### src/rtl/dff_mux_register_if.sv
// rtl/dff_mux_register_if.sv - control, data and output bundle for the mux/dff shift register
interface dff_mux_register_if #(
  parameter int width = 9
);
  logic             load_enable;
  logic             load;
  logic [width-1:0] data_in;
  logic             left_shift_enable;
  logic             left_shift_value;
  logic             right_shift_enable;
  logic             right_shift_value;
  logic             jump_LSb;
  logic [width-1:0] data_out;

  modport master (
    output load_enable,
    output load,
    output data_in,
    output left_shift_enable,
    output left_shift_value,
    output right_shift_enable,
    output right_shift_value,
    output jump_LSb,
    input  data_out
  );

  modport slave (
    input  load_enable,
    input  load,
    input  data_in,
    input  left_shift_enable,
    input  left_shift_value,
    input  right_shift_enable,
    input  right_shift_value,
    input  jump_LSb,
    output data_out
  );
endinterface

### src/rtl/dff_mux_register.sv
// rtl/dff_mux_register.sv - loadable left/right shift register built from per-bit 4:1 mux + enabled dff slices
module mux_4_to_1 (
  input  logic [1:0] sel,
  input  logic       in_hold,
  input  logic       in_load,
  input  logic       in_right,
  input  logic       in_left,
  output logic       out
);
  always_comb begin
    out = in_hold;
    case (sel)
      2'b00: out = in_hold;
      2'b01: out = in_load;
      2'b10: out = in_right;
      2'b11: out = in_left;
      default: out = in_hold;
    endcase
  end
endmodule

module dff (
  input  logic clk,
  input  logic reset,
  input  logic enable,
  input  logic d,
  output logic q
);
  // reset wins over enable so a cleared register ignores any pending request
  always_ff @(posedge clk) begin
    if (reset) begin
      q <= 1'b0;
    end else if (enable) begin
      q <= d;
    end
  end
endmodule

module dff_mux_register #(
  parameter int width = 9
) (
  input  logic                 clk,
  input  logic                 reset,
  dff_mux_register_if.slave    bus
);
  logic             eff_load;
  logic             shift_left;
  logic             shift_right;
  logic [1:0]       sel;
  logic             enable;
  logic [width-1:0] q;

  assign eff_load    = bus.load_enable | bus.load;
  assign shift_left  = bus.left_shift_enable;
  assign shift_right = bus.right_shift_enable;

  // load forces 01, left shift forces 11 over right (10), so priority falls out of the encoding
  assign sel[1] = ~eff_load & (shift_left | shift_right);
  assign sel[0] = eff_load | shift_left;
  assign enable = eff_load | shift_left | shift_right;

  genvar i;
  generate
    for (i = 0; i < width; i++) begin : g_slice
      logic right_src;
      logic left_src;
      logic d;

      if (i == width - 1) begin : g_msb
        assign right_src = bus.right_shift_value;
      end else begin : g_inner_r
        assign right_src = q[i+1];
      end

      // bit 1 optionally takes the inserted bit too, giving the two-position SRT-2 step
      if (i == 0) begin : g_lsb
        assign left_src = bus.left_shift_value;
      end else if (i == 1) begin : g_jump
        assign left_src = bus.jump_LSb ? bus.left_shift_value : q[0];
      end else begin : g_inner_l
        assign left_src = q[i-1];
      end

      mux_4_to_1 u_mux (
        .sel      (sel),
        .in_hold  (q[i]),
        .in_load  (bus.data_in[i]),
        .in_right (right_src),
        .in_left  (left_src),
        .out      (d)
      );

      dff u_dff (
        .clk    (clk),
        .reset  (reset),
        .enable (enable),
        .d      (d),
        .q      (q[i])
      );
    end
  endgenerate

  assign bus.data_out = q;
endmodule

### src/flat_wrapper.sv
// flat-port wrapper written by rule: the top's interface ports become plain ports
module dff_mux_register_flat 
#(
  parameter int width = 9
)
  (clk, reset, bus_load_enable, bus_load, bus_data_in, bus_left_shift_enable, bus_left_shift_value, bus_right_shift_enable, bus_right_shift_value, bus_jump_LSb, bus_data_out);
  dff_mux_register_if #(.width(width)) bus_i ();
  input  logic clk;
  input  logic reset;
  input wire logic [$bits(bus_i.load_enable)-1:0] bus_load_enable;
  input wire logic [$bits(bus_i.load)-1:0] bus_load;
  input wire logic [$bits(bus_i.data_in)-1:0] bus_data_in;
  input wire logic [$bits(bus_i.left_shift_enable)-1:0] bus_left_shift_enable;
  input wire logic [$bits(bus_i.left_shift_value)-1:0] bus_left_shift_value;
  input wire logic [$bits(bus_i.right_shift_enable)-1:0] bus_right_shift_enable;
  input wire logic [$bits(bus_i.right_shift_value)-1:0] bus_right_shift_value;
  input wire logic [$bits(bus_i.jump_LSb)-1:0] bus_jump_LSb;
  output wire logic [$bits(bus_i.data_out)-1:0] bus_data_out;
  assign bus_i.load_enable = bus_load_enable;
  assign bus_i.load = bus_load;
  assign bus_i.data_in = bus_data_in;
  assign bus_i.left_shift_enable = bus_left_shift_enable;
  assign bus_i.left_shift_value = bus_left_shift_value;
  assign bus_i.right_shift_enable = bus_right_shift_enable;
  assign bus_i.right_shift_value = bus_right_shift_value;
  assign bus_i.jump_LSb = bus_jump_LSb;
  assign bus_data_out = bus_i.data_out;
  dff_mux_register #(.width(width)) u_core (.clk(clk), .reset(reset), .bus(bus_i));
endmodule
### config.mk
export PLATFORM = sky130hd
export DESIGN_NAME = dff_mux_register_flat
export DESIGN_NICKNAME = d
export VERILOG_FILES = /design/src/rtl/dff_mux_register_if.sv /design/src/rtl/dff_mux_register.sv /design/src/flat_wrapper.sv
export SDC_FILE = /design/constraint.sdc
export NUM_CORES = 1
export LEC_CHECK = 0
export CAP_MARGIN = 25
export CORE_UTILIZATION = 39
export DETAILED_ROUTE_END_ITERATION = 16
export GPL_TIMING_DRIVEN = 0
export MAX_ROUTING_LAYER = met4
export PLACE_DENSITY_LB_ADDON = 0.2
export SKIP_CTS_REPAIR_TIMING = 1
export SKIP_LAST_GASP = 1
export SYNTH_ARGS = -nofsm -noshare
export SYNTH_HDL_FRONTEND = slang
export SYNTH_SLANG_ARGS = --single-unit
### constraint.sdc
create_clock -name clk -period 1.2 [get_ports clk]
set_input_delay 0.36 -clock clk [delete_from_list [all_inputs] [get_ports clk]]
set_output_delay 0.36 -clock clk [all_outputs]
set_load 0.02 [all_outputs]
**Run 1: M2 wires**

Scale: 6 px per um.
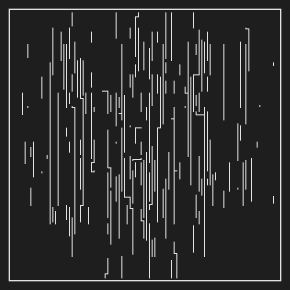
The longest straight run is 26.9 um. The layer carries 865 um of wire. The layer holds 50% of the routed length. 112 nets have wire on it. The wires run mostly vertical.

**Run 1: I/O pins on the die edge**

Scale: 6 px per um. Pins as bars across the die edge, other pins in gray.
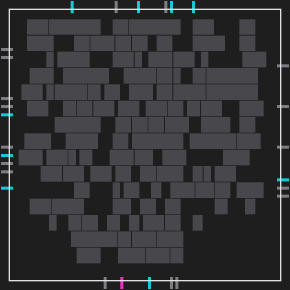
bus_data_in: in cyan, pins 9, direction input, edge 4 top, 3 left, 1 bottom, 1 right. bus_left_shift_enable: in magenta, pins 1, direction input, edge bottom.
All pins by edge: 10 left, 6 right, 6 top, 5 bottom.

==> results.py, run 1 <==
# Flow results
metrics = {
    "global_route": {
        "overflow": 0,
        "antenna_found_initial": 0,
        "use_met1_pct": 23.1,
        "grtUsageTotal_pct": 18.8,
        "grt_max_degree": 11,
        "grt_first_pass_wirelength_um": 2620,
        "use_met3_pct": 5.20,
    },
    "status": {
        "violations": "setup timing",
        "run_status": "finished with violations",
    },
    "power": {
        "sw_frac_of_total_pct": 30.2,
        "pwr-share-comb_pct": 37.0,
        "p_int_uw": 649,
        "p_clk_share_pct": 26.1,
        "p_leak_nw": 0.507,
        "ir_drop_uv": 456,
        "power.group.top": "registers",
        "switchingPower_uw": 281,
        "clk-power_uw": 243,
    },
    "final_timing": {
        "final.min_clock_period_ns": 1.21,
        "fin_ws_ns": -0.00685,
        "finalClockPeriodUsage_pct": 101,
        "tightest_slew_ns": 0.516,
        "finalSetupViolCount": 2,
        "hold_slack_ns": 0.529,
        "hold_viol_final": 0,
        "maxSlewViolCount": 0,
        "max_freq_mhz": 829,
    },
    "finish": {
        "largest_cell_class": "logic gates",
        "n_all_buffers": 41,
        "regMostFlops": "u_core.g_slice.u_dff.q",
        "num-nonclk-inverters": 0,
        "seq-cell-share_pct": 18.2,
        "final_common_cell": "buf_4",
        "utilization_pct": 65.1,
        "comb_area_um2": 467,
        "clockBufferCount": 4,
        "flop-count": 9,
        "clkCellAreaFrac_pct": 2.34,
        "nonClkBufAreaFrac_pct": 35.2,
        "reg_top3": "u_core.g_slice.u_dff.q x9",
        "num-multi-input-gates": 55,
        "largest_reg_flops": 9,
        "synthToLayoutAreaGrowth_pct": 55.9,
    },
    "critical_path": {
        "worstPathRequired_ns": 0.84,
        "cp-start-kind": "flip-flop",
        "path_class": "reg2out",
        "crit_start": "u_core.g_slice[2].u_dff.q",
        "cp_max_fo": 4,
        "arrival_ns": 0.85,
        "r2r-end": "u_core.g_slice[5].u_dff.q",
        "ff2ff_path_depth": 4,
    },
    "yosys": {
        "ys_chip_area_um2": 721,
        "yosysTopAreaCell": "dfxtp_1",
        "syn_area_um2": 721,
        "edf_count": 0,
        "yosysSeqAreaShare_pct": 25.0,
        "ys_top_cells_by_count": "10 x buf_4, 9 x dfxtp_1, 9 x nor2_1",
        "netlist.area_leader.share_pct": 25.0,
        "synth_cell_types": 22,
        "synthCells": 76,
        "yosysCellCount": 76,
        "area_leaders": "dfxtp_1 25%, a2111oi_2 15%, buf_4 10%",
    },
    "cts": {
        "cts_sinks": 9,
        "numCtsBuffers": 3,
        "clk_latency_ns": 0.26,
        "clk_path_buf_depth": 2,
        "cts-root-buf": "clkbuf_4",
    },
    "floorplanning": {
        "coreArea_mm2": 0.00173,
        "fp_util_pct": 41.7,
        "die_h_um": 45.0,
        "die_w_um": 45.0,
        "num_tap_cells": 25,
        "chip_area_mm2": 0.00202,
    },
    "min_path": {
        "hp-class": "in2reg",
        "hp-start": "bus_left_shift_value",
        "worstHoldEndpoint": "u_core.g_slice[0].u_dff.q",
    },
    "drt": {
        "ant_nets": 0,
        "dr.first_iter.drc_count": 8,
        "wl_per_cell_um": 12.9,
        "firstDrtPassIters": 4,
        "wl_um": 1720,
    },
    "placed_design": {
        "gp_congestion": 0.721,
        "dpl.hpwl_um": 1140,
        "dpl_worst_slack_ns": -0.740,
        "dpl_cell_area_mm2": 0.00102,
    },
    "run": {
        "maxCapViolations": 0,
    },
}
**Run 1: nets reached from selected ports**

Scale: 8 px per um.
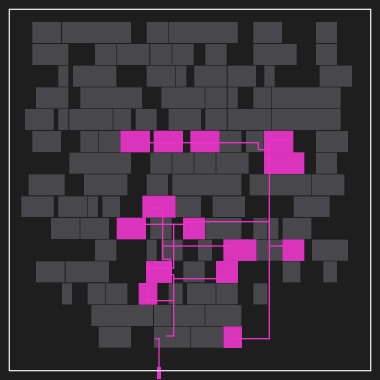
bus_left_shift_enable: in magenta, direction input, end cells 14, buffers 2, wire 118 um.
number of port buffers: 26
io pins: 27

==> run 1: critical path, stage by stage (launching register included) <==
cell and delay (ns):
dfxtp_4 0.36, buf_6 0.11, buf_6 0.12
==> run 1: routing by layer <==
| metal | vias to the layer above | wire (um) |
|---|---|---|
| met5 | - | 0 |
| met4 | 0 | 25 |
| met3 | 4 | 107 |
| met2 | 25 | 865 |
| met1 | 315 | 723 |
| li1 | 332 | - |
==> run 1: cells by family after synthesis <==
| family | after synthesis | share of synthesized area, % |
|---|---|---|
| mux | 7 | 9.72 |
| flops | 9 | 25.0 |
| buf+inv | 13 | 13.5 |
| compound gates | 14 | 21.7 |
| simple gates | 33 | 30.0 |
==> run 2: changes to the inputs <==
--- a/config.mk
+++ b/config.mk
@@ -8,7 +8,7 @@
 export CAP_MARGIN = 25
 export CORE_UTILIZATION = 39
 export DETAILED_ROUTE_END_ITERATION = 16
-export GPL_TIMING_DRIVEN = 0
+export GPL_TIMING_DRIVEN = 1
 export MAX_ROUTING_LAYER = met4
 export PLACE_DENSITY_LB_ADDON = 0.2
 export SKIP_CTS_REPAIR_TIMING = 1
@@ -16,3 +16,4 @@
 export SYNTH_ARGS = -nofsm -noshare
 export SYNTH_HDL_FRONTEND = slang
 export SYNTH_SLANG_ARGS = --single-unit
+export TNS_END_PERCENT = 30
**Run 2: nets reached from selected ports**

Scale: 8 px per um.
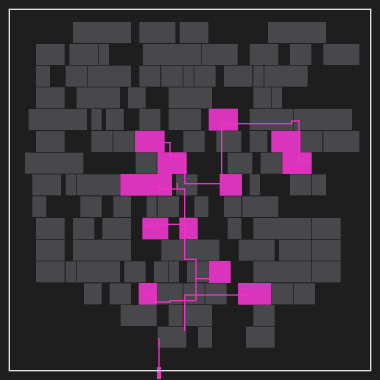
bus_left_shift_enable: in magenta, direction input, end cells 13, buffers 3, wire 88.6 um.

==> run 2 against run 1 <==
Effect of this change:
- the flow still finishes with violations (setup timing)
- non-clock buffer count is 2 higher
- maximum frequency is 19% lower
- global-route usage is 0.72 points lower
- hold slack better by 0.10 ns
- first-iteration DRC count stayed put
- critical path depth is 2 higher
- final area is 4.1% lower
- via count is 3.8% lower
- sequential share of layout area is 1.4 points lower
- utilization is 2.7 points lower
- die area stayed put
- combinational power is 5% lower
- critical path type is now in2reg
==> results.py, run 2 <==
# Flow results
metrics = {
    "run": {
        "maxCapViolations": 0,
    },
    "floorplanning": {
        "chip_area_mm2": 0.00202,
        "ios": 27,
        "rows": 15,
        "die_w_um": 45.0,
        "die_h_um": 45.0,
        "fp_util_pct": 41.7,
        "coreArea_mm2": 0.00173,
    },
    "yosys": {
        "ys_top_cells_by_count": "10 x buf_4, 9 x dfxtp_1, 9 x nor2_1",
        "syn_nets": 94,
        "edf_count": 0,
        "avgSynthCellArea_um2": 9.48,
        "yosysCellCount": 76,
        "netlist.area_leader.share_pct": 25.0,
        "synth_cell_types": 22,
        "ys_chip_area_um2": 721,
        "synth_top_cell_by_count": "buf_4",
        "area_leaders": "dfxtp_1 25%, a2111oi_2 15%, buf_4 10%",
        "synth-seq-cells": 9,
        "synthArstFlopShare_pct": 0,
        "yosysTopAreaCell": "dfxtp_1",
        "syn_area_um2": 721,
        "synthCells": 76,
        "yosysSeqAreaShare_pct": 25.0,
    },
    "placed_design": {
        "gp_congestion": 0.785,
        "dpl.hpwl_um": 1160,
        "dpl_cell_area_mm2": 0.00106,
        "place_inst": 131,
        "dpl_worst_slack_ns": -0.571,
        "portBuffers": 26,
    },
    "min_path": {
        "hp-class": "reg2reg",
        "worstHoldEndpoint": "u_core.g_slice[2].u_dff.q",
        "hp-start": "u_core.g_slice[2].u_dff.q",
        "hold_path_depth": 3,
    },
    "finish": {
        "reg_top3": "u_core.g_slice.u_dff.q x9",
        "finalNonFillerCells": 135,
        "largest_reg_flops": 9,
        "regMostFlops": "u_core.g_slice.u_dff.q",
        "final_common_cell": "clkdlybuf4s50_1",
        "n_antenna_cell": 0,
        "layout.nets": 129,
        "utilization_pct": 62.4,
        "final_cell_mix": "17 x clkdlybuf4s50_1, 16 x buf_4, 9 x nor2_1, 9 x dfxtp_1",
        "synthToLayoutAreaGrowth_pct": 49.5,
    },
    "critical_path": {
        "arrival_ns": 1.63,
        "path_class": "in2reg",
        "crit_path_end": "u_core.g_slice[3].u_dff.q",
        "ff2ff_path_depth": 4,
        "end_kind": "flip-flop",
        "regToRegSetupSlack_ns": 0.10,
        "cp-start-kind": "input pin",
        "r2r-end": "u_core.g_slice[5].u_dff.q",
        "rr_startpoint": "u_core.g_slice[6].u_dff.q",
        "worstPathRequired_ns": 1.33,
        "cp_max_fo": 9,
        "crit_start": "bus_right_shift_enable",
    },
    "final_timing": {
        "fin_tns_setup_ns": -2.48,
        "tightest_slew_ns": 0.259,
        "final.min_clock_period_ns": 1.49,
        "fin_ws_ns": -0.293,
        "finalClockPeriodUsage_pct": 124,
        "max_freq_mhz": 670,
        "fin_skew_ns": 0.00282,
        "maxSlewViolCount": 0,
        "hold_slack_ns": 0.631,
        "hold_viol_final": 0,
        "slew_headroom_pct": 82.7,
        "finalSetupViolCount": 9,
        "rsz0062_at_grt": "yes",
    },
    "global_route": {
        "grt_pass1_vias": 581,
        "grt_max_degree": 17,
        "overflow": 0,
        "grt_first_pass_wirelength_um": 2530,
        "antenna_found_initial": 0,
    },
    "drt": {
        "dr.first_iter.drc_count": 8,
        "ant_nets": 0,
        "route.met3.wl_um": 69,
        "firstDrtPassIters": 4,
        "drc": 0,
        "wl_met1_um": 732,
        "wl_um": 1530,
        "via_per_inst": 4.81,
        "wl_met2_um": 730,
        "wl_per_cell_um": 11.3,
        "top_layer_used": "met3",
    },
    "cts": {
        "numCtsBuffers": 3,
        "cts-root-buf": "clkbuf_4",
        "clk_path_buf_depth": 2,
        "cts_tree": "yes",
        "cts_sinks": 9,
        "h-tree-depth": 1,
        "clk_latency_ns": 0.26,
    },
    "power": {
        "pwr-share-comb_pct": 36.1,
        "p_clk_share_pct": 27.1,
        "p_int_uw": 635,
        "finalPower_uw": 906,
        "clk-power_uw": 245,
        "p_leak_nw": 0.517,
        "switchingPower_uw": 271,
        "cellPowerDensity_mw_per_mm2": 841,
        "sw_frac_of_total_pct": 30.0,
        "pg_seq_uw": 334,
        "power.group.top": "registers",
        "seqPwrFrac_pct": 36.8,
        "powerComb_uw": 327,
        "ir_drop_uv": 495,
    },
    "status": {
        "violations": "setup timing",
        "run_status": "finished with violations",
    },
}
**Run 2: wiring by layer**

Scale: 8 px per um.
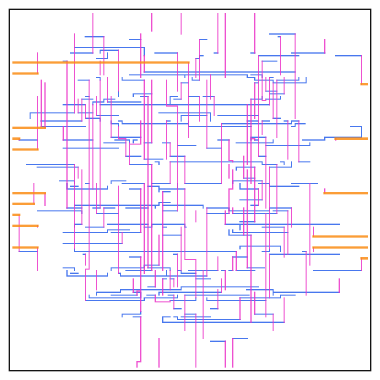
metal 2: in magenta, wire length 731 um. metal 1: in blue, wire length 732 um. metal 3: in orange, wire length 69.5 um.
gr usage total: 18.0%
detailed-route via count: 650

[run 2: per-layer routing]
layer	vias to the layer above	global-route usage (%)
met3	0	4.80
met1	298	22.5
li1	336	-
met2	16	27.5
met5	-	-
met4	0	7.27
[run 2: critical path, stage by stage]
cell and delay [ns]:
clkdlybuf4s50_1 0.42, or4_4 0.65, nor2_1 0.13, a311oi_1 0.06
[run 2: cell type report]
type	instances	area [um^2]
well taps	25	31.3
flip-flops and latches	9	180
fillers	168	649
repair buffers	43	393
multi-input cells	54	447
clock buffers	4	26.3
[run 2: logic make-up (layout without fill, tap and decap cells)]
logic type,Yosys count,count (layout),synth area share (%)
AND-OR/OR-AND,14,14,21.7
flip-flops,9,9,25.0
multiplexers,7,7,9.72
AND/OR/NAND/NOR,33,33,30.0
buffers and inverters,13,47,13.5
==> run 3: changes to the inputs <==
--- a/config.mk
+++ b/config.mk
@@ -11,6 +11,7 @@
 export GPL_TIMING_DRIVEN = 1
 export MAX_ROUTING_LAYER = met4
 export PLACE_DENSITY_LB_ADDON = 0.2
+export REMOVE_ABC_BUFFERS = 1
 export SKIP_CTS_REPAIR_TIMING = 1
 export SKIP_LAST_GASP = 1
 export SYNTH_ARGS = -nofsm -noshare
==> constraint.sdc (replaced) <==
create_clock -name clk -period 1.2 [get_ports clk]
set_input_delay 0.36 -clock clk [delete_from_list [all_inputs] [get_ports clk]]
set_output_delay 0.36 -clock clk [all_outputs]
set_load 0.1 [all_outputs]
**Run 3: wiring by layer**

Scale: 8 px per um.
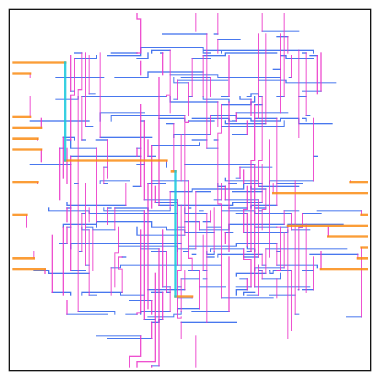
metal 4: in cyan, wire length 27.9 um. metal 1: in blue, wire length 767 um. metal 3: in orange, wire length 83.3 um. metal 2: in magenta, wire length 896 um.
gr usage total: 18.1%
Total Wirelength: 1770 um
Avg WL per Cell: 13.1 um
detailed-route via count: 690

==> run 3 against run 2 <==
Effect of this change:
- the flow still finishes with violations (setup timing)
- synthesized cell count stayed put
- register-to-register slack barely moved
- final cell count stayed put
- critical path depth is 2 lower
- final area grew 15%
- first-iteration DRC count decreased by 13%
- utilization grew 9.6 points
- largest cell class is now buffers
==> results.py, run 3 <==
# Flow results
metrics = {
    "placed_design": {
        "portBuffers": 26,
        "dpl.hpwl_um": 1180,
        "dpl_cell_area_mm2": 0.00109,
        "gp_congestion": 0.710,
        "place_inst": 126,
        "dpl_worst_slack_ns": -0.630,
    },
    "finish": {
        "design_area_mm2": 0.00124,
        "final_common_cell": "buf_4",
        "seqCellArea_um2": 190,
        "regMostFlops": "u_core.g_slice.u_dff.q",
        "synthToLayoutAreaGrowth_pct": 72.6,
        "largest_reg_flops": 9,
        "layout.nets": 129,
        "comb_area_um2": 482,
        "fillCellCount": 129,
        "utilization_pct": 72.0,
        "drive_gt1_share_pct": 55.5,
        "final_cell_mix": "12 x buf_4, 11 x clkdlybuf4s50_1, 10 x buf_12",
        "n_antenna_cell": 0,
        "finalNonFillerCells": 135,
        "reg_top3": "u_core.g_slice.u_dff.q x9",
    },
    "yosys": {
        "syn_area_um2": 721,
        "synthArstFlopShare_pct": 0,
        "yosysCellCount": 76,
        "synth-seq-cells": 9,
        "synthCells": 76,
        "area_leaders": "dfxtp_1 25%, a2111oi_2 15%, buf_4 10%",
        "synth_warnings": 0,
        "synth_cell_types": 22,
        "yosysSeqAreaShare_pct": 25.0,
        "avgSynthCellArea_um2": 9.48,
        "edf_count": 0,
        "synth_top_cell_by_count": "buf_4",
        "ys_top_cells_by_count": "10 x buf_4, 9 x dfxtp_1, 9 x nor2_1",
        "netlist.area_leader.share_pct": 25.0,
        "ys_chip_area_um2": 721,
        "yosysTopAreaCell": "dfxtp_1",
        "ff_type": "dfxtp_1",
    },
    "drt": {
        "drc": 0,
        "firstDrtPassIters": 4,
        "ant_nets": 0,
        "via_per_inst": 5.11,
        "dr.first_iter.drc_count": 7,
    },
    "final_timing": {
        "hold_slack_ns": 0.539,
        "tightest_slew_ns": 0.293,
        "fin_ws_ns": -0.0333,
        "finalSetupViolCount": 8,
        "slew_headroom_pct": 80.4,
        "final.min_clock_period_ns": 1.23,
        "rsz0062_at_grt": "yes",
        "hold_viol_final": 0,
        "max_freq_mhz": 811,
        "fin_skew_ns": 0.00756,
        "finalClockPeriodUsage_pct": 103,
        "fin_tns_setup_ns": -0.134,
        "maxSlewViolCount": 0,
    },
    "cts": {
        "cts-root-buf": "clkbuf_4",
        "h-tree-depth": 1,
        "cts_tree": "yes",
        "numCtsBuffers": 3,
        "clk_latency_ns": 0.27,
        "path_clk_slew_ns": 0.07,
        "cts_sinks": 9,
        "clk_path_buf_depth": 2,
    },
    "power": {
        "p_leak_nw": 0.529,
        "p_int_uw": 699,
        "p_clk_share_pct": 21.5,
        "seqPwrFrac_pct": 32.2,
        "cellPowerDensity_mw_per_mm2": 918,
        "power.group.top": "combinational logic",
        "clk-power_uw": 246,
        "powerComb_uw": 528,
        "switchingPower_uw": 443,
        "sw_frac_of_total_pct": 38.8,
        "ir_drop_uv": 600,
        "pg_seq_uw": 368,
        "finalPower_mw": 1.14,
        "pwr-share-comb_pct": 46.2,
    },
    "floorplanning": {
        "coreArea_mm2": 0.00173,
        "fp_util_pct": 41.7,
        "ios": 27,
        "rows": 15,
        "chip_area_mm2": 0.00202,
        "die_w_um": 45.0,
        "die_h_um": 45.0,
    },
    "critical_path": {
        "cp.depth": 2,
        "crit_start": "u_core.g_slice[0].u_dff.q",
        "rr_startpoint": "u_core.g_slice[6].u_dff.q",
        "cp-start-kind": "flip-flop",
        "ff2ff_path_depth": 3,
        "critPathBufInv": 2,
        "path_class": "reg2out",
        "end_kind": "primary output",
        "regToRegSetupSlack_ns": 0.11,
        "slowest_stage": "dfxtp_2",
        "cp_max_fo": 2,
        "r2r-end": "u_core.g_slice[7].u_dff.q",
        "critical-path-top-delay-family": "flip-flops",
        "arrival_ns": 0.87,
        "worstPathRequired_ns": 0.84,
        "cp_slowest_stage_delay_ns": 0.34,
        "crit_path_end": "bus_data_out[0]",
        "path_cells": "buf_6 > buf_12",
    },
    "global_route": {
        "antenna_found_initial": 0,
        "overflow": 0,
        "grt_max_degree": 16,
        "grt_pass1_vias": 575,
        "grt_first_pass_wirelength_um": 2550,
    },
    "min_path": {
        "hp-start": "u_core.g_slice[2].u_dff.q",
        "hp-class": "reg2reg",
        "worstHoldEndpoint": "u_core.g_slice[2].u_dff.q",
        "hold_path_depth": 2,
    },
    "run": {
        "warnings": 26,
        "maxCapViolations": 0,
    },
    "status": {
        "run_status": "finished with violations",
        "violations": "setup timing",
    },
}
**Run 3: nets reached from selected ports**

Scale: 8 px per um.
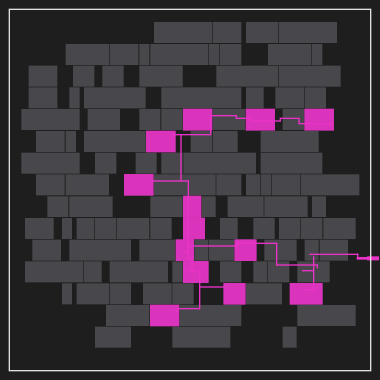
bus_left_shift_enable: in magenta, direction input, end cells 13, buffers 2, wire 93.3 um.

## run 3: cell counts after synthesis
No cell type changed its count.
## run 3: worst min-delay path, cell delays in order (launching register included)
cell and delay [ns]:
dfxtp_2 0.35, nor2_2 0.10, a311oi_1 0.05
## run 3: cell type report
cell class	count	share of cell area, %
tap	25	2.52
clock buffer	4	2.11
timing repair buffer	43	41.3
multi-input combinational	54	38.7
sequential	9	15.3
## run 3: routing by layer
layer	vias up	global-route usage (%)	wire [um]	share of wire (%)
li1	335	-	-	-
met1	331	22.4	766	43
met2	20	26.7	896	51
met3	4	5.20	83	4.7
met4	0	9.09	27	1.5
met5	-	-	0	0
## run 3: cells by family after synthesis
logic type / Yosys count / synth area share (%)
simple gates: 33 / 30.0
buf+inv: 13 / 13.5
mux: 7 / 9.72
compound gates: 14 / 21.7
flops: 9 / 25.0
Power figures rest on the tool's default switching activity, not on a simulated workload.
